Design multi_mode_reg_array, sky130hd; sources not shown.
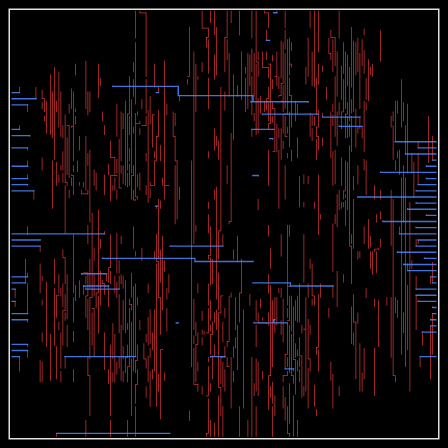
**Above:** run 1 (routed metal, one color a layer).
Two of the layers only.
blue -> metal 3  # wire length 465 µm
red -> metal 2  # wire length 4,000 µm
total via count in the routed design: 3,104
total length of routed wires: 8.35 mm
Wirelength per Cell: 13.9 µm
Total GRT Usage: 0.196

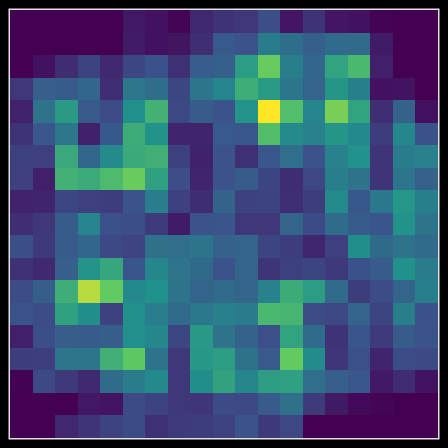
**Above:** run 1 (wiring heat map).
The die is cut into 19 by 19 equal tiles; dark purple is low, yellow is high, scaled to the fullest tile. Values are wire area over tile area, all layers added.
nearly empty tiles = 9.7%
mean over tiles = 0.15
tiles over half the peak = 14%

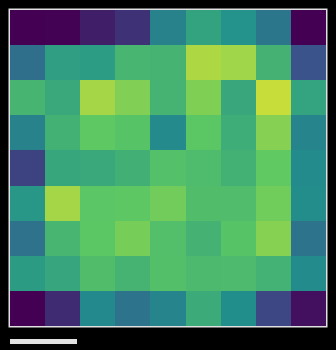
**Above:** run 1 (placement density heat map).
The bar under the picture is 20 µm long. The die is cut into 9 by 9 equal tiles; dark purple is low, yellow is high, 0 to 100% covered.
emptiest ninth of the die = top left
tiles over 75% full = 16%
densest ninth of the die = middle
Finished Core Util: 0.635
Init Core Util: 0.515
total core area: 8180 µm²

==> results.yml, run 1 <==
# synthesis and place-and-route metrics
sta:
  tightest_slew_ps: 360
detailed_routing:
  met2_wirelength_mm: 4.00
  met1_layer_wirelength_in_the_final_routing_mm: 3.72
clocking:
  cts-root-to-sink-buffers: 2
  clock_sinks: 104
  cts-hold-fix-buffers: 0
  tritoncts_clock_tree: "built"
  cts_inserted_buffers: 9
global_route:
  use_met2: 0.336
  gr-usage-met3: 0.0539
synthesis:
  ys_chip_area_um2: 4210
  syn_area_per_cell_um2: 9.75
  ys_dominant_reg_cell: "dfxtp_1"
  synth.distinct_cells: 19
  synthesized_area_um2: 4210
  ys_async_sr_fraction: 0
  ys_top_cells_by_count: "dfxtp_1 (104), o21ai_1 (64), nor2b_1 (61)"
die:
  ioPinCount: 90
  chipWidth_um: 94.8
finish:
  seqCellArea_um2: 2080
  comb_cells: 260
  largest_register_ffs: 64
worst_setup_path:
  worst_setup_path_start_kind: "input pin"
  critical_path.slowest_cell: "clkdlybuf4s50_1"
  slowest_delay_ps: 430
  worstPathMaxFanout: 8
status:
  outcome: "completed"
job:
  stage_log_warnings: 33
placement:
  place_hpwl_mm: 6.29
power:
  seqPwrFrac: 0.546
  p_clk_mw: 1.64
-- run 1: cell families after synthesis --
kind of cell / Yosys count / share of synthesized area
compound gates: 96 / 0.143
xor+xnor: 32 / 0.0665
fa+ha+maj: 12 / 0.0356
buf+inv: 68 / 0.0938
flops: 104 / 0.494
simple gates: 120 / 0.167
-- run 1: per-stage QoR --
step | power, mW | utilization | setup WS, ps | instances | TNS (ps)
floorplan | 3.17 | - | 334 | 376 | 0
global placement | 3.50 | 0.615 | -240 | 585 | -7300
detailed placement | 3.53 | 0.615 | -305 | 585 | -8820
CTS | 5.14 | 0.635 | 83.2 | 601 | 0
global route | 5.32 | 0.635 | 1.71 | 601 | 0
finish | 5.09 | 0.635 | 70.8 | 601 | 0
-- run 1: repair_timing --
item,CTS,global route
resized,40,0
endpoints found under the setup margin,40,6
pin swaps,0,6
==> run 2: changes to the inputs <==
--- a/config.mk
+++ b/config.mk
@@ -5,12 +5,12 @@
 export SDC_FILE = /design/constraint.sdc
 export NUM_CORES = 1
 export LEC_CHECK = 0
-export ABC_CLOCK_PERIOD_IN_PS = 1600
+export ABC_CLOCK_PERIOD_IN_PS = 1800
 export CAP_MARGIN = 40
 export CORE_MARGIN = 1.5
-export CORE_UTILIZATION = 50
+export CORE_UTILIZATION = 54
 export DETAILED_ROUTE_END_ITERATION = 7
-export PLACE_DENSITY = 0.79
+export PLACE_DENSITY = 0.84
 export REMOVE_ABC_BUFFERS = 1
 export SYNTH_ARGS = -nofsm -noshare
 export SYNTH_HDL_FRONTEND = slang
==> constraint.sdc (replaced) <==
create_clock -name clk -period 1.8 [get_ports clk]
set_input_delay 0.45 -clock clk [delete_from_list [all_inputs] [get_ports clk]]
set_output_delay 0.45 -clock clk [all_outputs]
set_load 0.01 [all_outputs]
==> run 2 against run 1 <==
- combinational power down 9.0%
- largest cell class unchanged
- synthesized area unchanged
- largest power group unchanged
- die size down 7.2%
- routed wire length up 2.2%
- critical path type is now register to output pin
- critical endpoint is now q[31]
- sequential share of layout area down 0.37 points
==> results.yml, run 2 <==
# synthesis and place-and-route metrics
power:
  finalPower_mw: 4.68
  p_clk_mw: 1.59
  seqPwrFrac: 0.528
sta:
  fin_setup_tns_ps: 0
  tightest_slew_ps: 337
detailed_routing:
  wl_per_cell_um: 14.2
  met1_layer_wirelength_in_the_final_routing_mm: 3.74
  met2_wirelength_mm: 4.20
  vias: 3123
  wirelength_mm: 8.53
placement:
  place_hpwl_mm: 6.44
  placed_cells: 583
clocking:
  clock_sinks: 104
  tritoncts_clock_tree: "built"
  cts_inserted_buffers: 9
  cts-root-to-sink-buffers: 2
  ctsResizeCount: 0
  cts-hold-fix-buffers: 0
synthesis:
  synth.distinct_cells: 19
  synthesized_area_um2: 4210
  muxShareOfSynthArea: 0
  ys_dominant_reg_cell: "dfxtp_1"
  synth.cellmix.simpleShare: 0.167
  post_synth_ao_oa_area_fraction: 0.143
  synthAdderAreaFrac: 0.0356
  synthXorXnorAreaFrac: 0.0665
  syn_area_per_cell_um2: 9.75
  ys_chip_area_um2: 4210
  ys_top_cells_by_count: "dfxtp_1 (104), o21ai_1 (64), nor2b_1 (61)"
  ys_async_sr_fraction: 0
finish:
  instances_no_fill: 599
  largest_register_ffs: 64
status:
  outcome: "completed"
global_route:
  gr-usage-met3: 0.0360
  track_usage: 0.213
  use_met2: 0.364
worst_setup_path:
  critical_path.slowest_cell: "clkdlybuf4s50_1"
  worst_setup_path_start_kind: "register"
job:
  stage_log_warnings: 33
die:
  chipWidth_um: 91.3
-- run 2: cell counts after synthesis --
Identical to the previous run, type by type.
-- run 2: stage by stage --
step | hold slack (ps) | area, µm² | utilization | setup slack [ps]
floorplan | 414 | 3860 | - | 484
global placement | 418 | 5010 | 0.655 | -127
detailed placement | 422 | 5010 | 0.655 | -212
CTS | 444 | 5240 | 0.685 | 47.3
global route | 460 | 5240 | 0.685 | 8.23
finish | 444 | 5240 | 0.685 | 52.2
-- run 2: final cells by class --
cell class | count | area, µm² | area share
clock buffer | 10 | 138 | 0.0263
clock inverter | 6 | 90.1 | 0.0172
inverter | 12 | 45.0 | 0.00860
multi-input combinational | 260 | 1740 | 0.331
sequential | 104 | 2080 | 0.398
tap | 102 | 128 | 0.0244
timing repair buffer | 105 | 1020 | 0.195
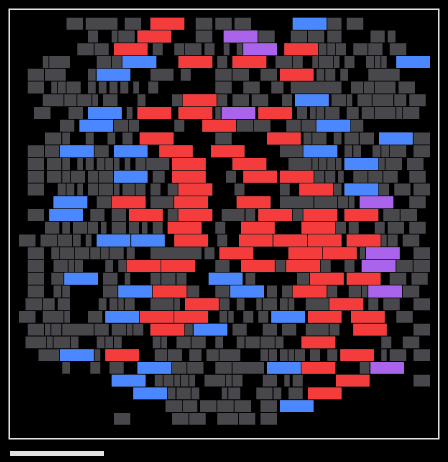
**Above:** run 2 (where the registers sit).
The bar under the picture is 20 µm long. Other cells in gray.
red -> g_ch.u_ch.g_pipe.stage  # sequential cells 64
purple -> q_and  # sequential cells 8
blue -> g_ch.u_ch.r  # sequential cells 32, where widely spread
Finished Core Util: 0.685
storage element area: 2080 µm²
Power Sequential: 2.47 mW
sequential share of cell area: 0.398

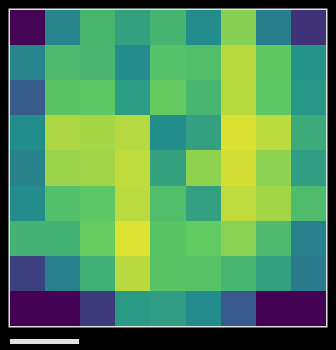
**Above:** run 2 (placement density heat map).
The bar under the picture is 20 µm long. The die is cut into 9 by 9 equal tiles; dark purple is low, yellow is high, 0 to 100% covered.
nearly empty tiles = 6.2%
densest ninth of the die = right middle
mean over tiles = 61%
tiles over 75% full = 30%
Init Core Util: 0.551
total core area: 7650 µm²

Power figures rest on the tool's default switching activity, not on a simulated workload.
